Figure 1. Clock distribution.
Scale: 4 px per um.
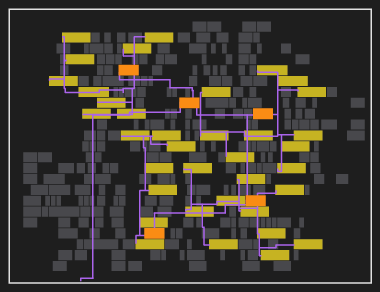
Figure 2. Metal 3.
Scale: 4 px per um.
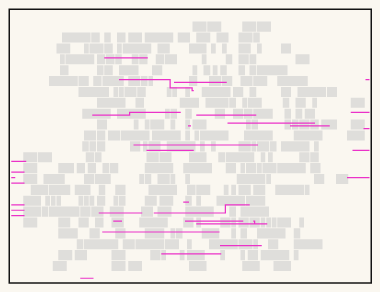
Figure 3. Cell density map.
Scale: 4 px per um. The die is cut into 9 by 7 equal tiles; white is low, dark blue is high, 0 to 100% covered.
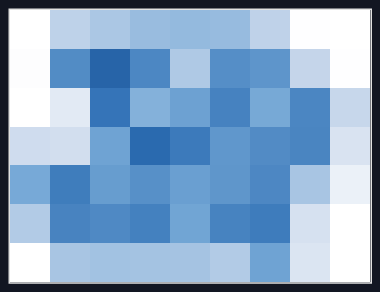
Figure 4. The clock network.
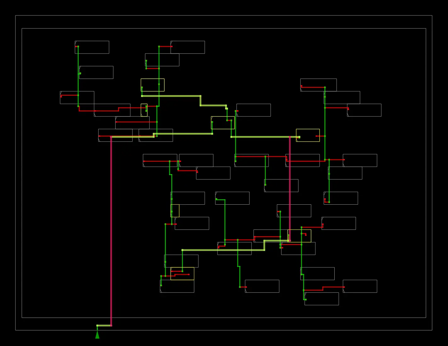
$ cat src/rtl/poly_encode12.sv
// Reduces 12-bit coefficients mod Q and packs each pair into 3 bytes. A pair costs 5 cycles when both streams run freely.
// Backpressure: byte_ready low holds byte_data/byte_last stable, and coef_ready drops while bytes drain.
module poly_encode12 #(
  parameter int Q = 3329,
  parameter int N = 256
) (
  input  logic        clk,
  input  logic        rst,
  input  logic        start,
  output logic        busy,
  output logic        done,
  input  logic [11:0] coef_data,
  input  logic        coef_valid,
  output logic        coef_ready,
  output logic [7:0]  byte_data,
  output logic        byte_valid,
  input  logic        byte_ready,
  output logic        byte_last
);

  localparam int PW = (N > 2) ? $clog2(N / 2) : 1;
  localparam logic [PW-1:0] PLAST = PW'(N / 2 - 1);
  localparam logic [11:0] QV = 12'(Q);

  typedef enum logic [2:0] {IDLE, LOAD0, LOAD1, EMIT, DONE} state_t;

  state_t        state, state_nxt;
  logic [11:0]   r0, r1;
  logic [1:0]    bcnt;
  logic [PW-1:0] pcnt;
  logic          coef_xfer, byte_xfer;

  function automatic logic [11:0] reduce(input logic [11:0] c);
    reduce = (c >= QV) ? (c - QV) : c;
  endfunction

  assign coef_xfer = coef_valid && coef_ready;
  assign byte_xfer = byte_valid && byte_ready;

  always_comb begin
    state_nxt  = state;
    coef_ready = 1'b0;
    byte_valid = 1'b0;
    case (state)
      IDLE:  if (start) state_nxt = LOAD0;
      LOAD0: begin
        coef_ready = 1'b1;
        if (coef_valid) state_nxt = LOAD1;
      end
      LOAD1: begin
        coef_ready = 1'b1;
        if (coef_valid) state_nxt = EMIT;
      end
      EMIT: begin
        byte_valid = 1'b1;
        if (byte_ready && bcnt == 2'd2) state_nxt = (pcnt == PLAST) ? DONE : LOAD0;
      end
      DONE:    state_nxt = IDLE;
      default: state_nxt = IDLE;
    endcase
  end

  always_ff @(posedge clk) begin
    if (rst) begin
      state <= IDLE;
      r0    <= '0;
      r1    <= '0;
      bcnt  <= '0;
      pcnt  <= '0;
    end else begin
      state <= state_nxt;
      case (state)
        IDLE: if (start) begin
          bcnt <= '0;
          pcnt <= '0;
        end
        LOAD0: if (coef_xfer) r0 <= reduce(coef_data);
        LOAD1: if (coef_xfer) begin
          r1   <= reduce(coef_data);
          bcnt <= '0;
        end
        EMIT: if (byte_xfer) begin
          if (bcnt == 2'd2) begin
            bcnt <= '0;
            // Saturates at the last pair so the counter never wraps inside a frame.
            if (pcnt != PLAST) pcnt <= pcnt + 1'b1;
          end else begin
            bcnt <= bcnt + 1'b1;
          end
        end
        default: ;
      endcase
    end
  end

  always_comb begin
    byte_data = 8'h00;
    if (state == EMIT) begin
      case (bcnt)
        2'd0:    byte_data = r0[7:0];
        2'd1:    byte_data = {r1[3:0], r0[11:8]};
        default: byte_data = r1[11:4];
      endcase
    end
  end

  assign byte_last = (state == EMIT) && (bcnt == 2'd2) && (pcnt == PLAST);
  assign busy      = (state != IDLE);
  assign done      = (state == DONE);

endmodule

$ cat config.mk
export PLATFORM = sky130hd
export DESIGN_NAME = poly_encode12
export DESIGN_NICKNAME = d
export VERILOG_FILES = /design/src/rtl/poly_encode12.sv
export SDC_FILE = /design/constraint.sdc
export NUM_CORES = 1
export LEC_CHECK = 0
export CAP_MARGIN = 20
export CORE_ASPECT_RATIO = 0.75
export CORE_UTILIZATION = 35
export CTS_CLUSTER_SIZE = 16
export DETAILED_ROUTE_END_ITERATION = 16
export GPL_ROUTABILITY_DRIVEN = 0
export GPL_TIMING_DRIVEN = 0
export HOLD_SLACK_MARGIN = 0.02
export SLEW_MARGIN = 20
export SYNTH_ARGS = -nofsm -noshare
export SYNTH_HDL_FRONTEND = slang
export SYNTH_SLANG_ARGS = --single-unit
$ cat constraint.sdc
create_clock -name clk -period 2.1 [get_ports clk]
set_input_delay 0.21 -clock clk [delete_from_list [all_inputs] [get_ports clk]]
set_output_delay 0.21 -clock clk [all_outputs]
set_load 0.02 [all_outputs]
==> impl_metrics.csv <==
group,metric,value,unit
status,status,"completed",
yosys,simple_gate_area_share,23.9,%
yosys,edf_count,0,
layout,syn_to_final_growth,27.6,%
global_route,grt_pass1_wl,8.81,mm
power_and_ir_drop,p_per_area,662,mW/mm^2
routing,routed-wl-met3,318,um
power_and_ir_drop,comb_power_share,27.1,%
critical_path,cp.required,2310,ps
final_timing,setup_viol,0,
clock_tree,cts-root-buf,"clkbuf_8",
yosys,ys_seq_share,35.4,%
power_and_ir_drop,ir_drop,0.000227,V
routing,final_antenna_net_count,0,
final_timing,fin_worst_skew,4.99,ps
power_and_ir_drop,power.share.clock,27.0,%
clock_tree,cts_buffer_depth,2,
critical_path,crit_type,"input port to register",
layout,n_antenna_cell,0,
power_and_ir_drop,p_leak,0.976,nW
final_timing,slew-limit-headroom,55.0,%
critical_path,path_cells,"clkdlybuf4s50_1, or4b_4, o31ai_4, mux2_4, a211oi_2",
layout,drive_gt1_share,12.0,%
yosys,syn_area,0.00204,mm^2
yosys,async_flop_share,0,%
routing,drt_iter0_drc,99,
job,warning_count,27,
yosys,adder_share,1.84,%
yosys,xor_share,1.72,%
floorplan,die_y,68.1,um
placed_design,place_ws,-603,ps
power_and_ir_drop,p_sw,560,uW
yosys,ys_sh_aoi,25.2,%
critical_path,critPathArrivalTime,2210,ps
routing,routed-wl-met2,2.18,mm
clock_tree,path_clk_slew,70,ps
yosys,synthCells,247,
critical_path,path_max_fanout,7,
min_path,min_path_type,"input port to register",
yosys,ys.flop_type,"dfxtp_1",
floorplan,io_pins,30,
yosys,mux_share,6.94,%
floorplan,die_x,90.1,um
clock_tree,cts-htree-levels,2,
global_route,grt_use_met1,27.9,%
routing,vias,1989,
final_timing,period_minus_slack,2000,ps
floorplan,fp-row-count,23,
routing,viasPerCell,5.54,
yosys,yosys_warnings,0,
yosys,logic_family,"AND-OR/OR-AND gates",
power_and_ir_drop,swShare,32.5,%
yosys,largest_area_cell,"dfxtp_1",
routing,routed_wl,5.44,mm
final_timing,finalHoldViolCount,0,
critical_path,crit_buf_inv,1,
final_timing,fmax,499,MHz
yosys,yosys-top-cells-area,"dfxtp_1, nor2_1, mux2i_1",
final_timing,rsz0062_at_grt,"false",
global_route,antenna_found_initial,0,
yosys,synthTopCellsByCount,"nor2_1, dfxtp_1, a21oi_1, clkbuf_1",
placed_design,portBuffers,29,
routing,wl_met1,2.86,mm
layout,final_common_cell,"nor2_1",
yosys,syn_avg_cell_area,8.25,um^2
routing,firstDrtPassIters,4,
clock_tree,cts_tree,"done",
floorplan,dieArea,0.00614,mm^2
power_and_ir_drop,p_int,1.16,mW
final_timing,slew_viol_final,0,
critical_path,critPathTopFamily,"buffers and inverters",
clock_tree,numCtsBuffers,5,
routing,highest_layer,"met4",
routing,drc,0,
yosys,fp_nets,267,
job,drv_cap,0,
yosys,top_area_share,35.4,%
yosys,ys_area,0.00204,mm^2
yosys,post-synth-top-count-cell,"nor2_1",
critical_path,worst_setup_path_start_kind,"input port",
final_timing,finalCritPeriodShare,95.4,%
final_timing,worstMarginPinSlew,675,ps
global_route,use_met3,4.44,%
global_route,grt_max_degree,11,
layout,final_cell_mix,"nor2_1, dfxtp_1, clkdlybuf4s50_1",
global_route,grt_use_met2,25.8,%
layout,nets,304,
routing,routedWlPerCell,15.2,um
About Figure 1:
clock wires -> purple  # length 474 um
clock drivers -> orange  # count 5
flip-flops -> yellow  # count 36
routed clock nets = 6

About Figure 2:
wire length on this layer = 319 um
nets with wire on the layer = 25
longest straight run = 30.8 um
share of all routed wire = 5.9%
main direction = horizontal

About Figure 3:
fullest tile = 79%
mean over tiles = 41%
tiles over 75% full = 3.2%
emptiest ninth of the die = top right
nearly empty tiles = 14%
densest ninth of the die = middle
core area: 0.00547 mm^2
Core Util at FP: 37.3%
post-route core utilization: 47.6%

About Figure 4:
clk_lat worst skew: 290 ps
Sink Count: 36

timing repair:
| item | 4_1_cts | 5_1_grt |
|---|---|---|
| resized | 19 | 28 |
| endpoints found under the setup margin | 22 | 30 |
| pin swaps | 4 | 3 |
| setup buffers | 3 | 0 |
| hold buffers | 0 | 0 |
registers in the layout, indices dropped and copies added (netlist names):
name   cells
r0        12
r1        12
pcnt       7
state      3
bcnt       2
through the flow:
stage	cell area [um^2]	setup TNS, ps	hold WS [ps]	cells
6_report	2600	0	423	359
5_1_grt	2600	0	433	359
4_1_cts	2560	0	485	359
3_5_place_dp	2420	-7250	475	351
3_3_place_gp	2420	-7030	467	351
2_1_floorplan	2040	0	397	247
cell type report:
| type | instances | area [um^2] |
|---|---|---|
| clock inverters | 1 | 5.00 |
| clock buffers | 6 | 72.6 |
| repair buffers | 32 | 334 |
| well taps | 75 | 93.8 |
| plain buffers | 15 | 80.1 |
| inverters | 10 | 37.5 |
| flip-flops and latches | 36 | 724 |
| fillers | 574 | 2870 |
| multi-input cells | 184 | 1250 |
path summary, 6_finish.rpt:
check               start  endpoint  depth (start not counted)  slack, ps
max          coef_data[2]     r0[1]                          5        100
min          coef_data[1]     r0[1]                          4        420
max reg2reg      state[2]     r1[2]                          7        240
min reg2reg        r0[10]    r0[10]                          2        480
worst reg2reg max path, cell delays in order, from the launching register on:
cell and delay (ps):
dfxtp_1 300, clkbuf_2 170, nor2_1 160, and3_1 160, clkbuf_1 260, buf_1 430, nor2_1 80, a211oi_1 220
power by group through the flow:
stage,clock (mW),combinational [mW],sequential (mW)
final,0.464,0.468,0.790
after CTS,0.471,0.459,0.789
after detailed placement,0,0.473,0.782
after floorplan,0,0.317,0.775
after global routing,0.509,0.520,0.799
after global placement,0,0.467,0.781
No activity file was given, so power comes from the tool's default toggle rates.
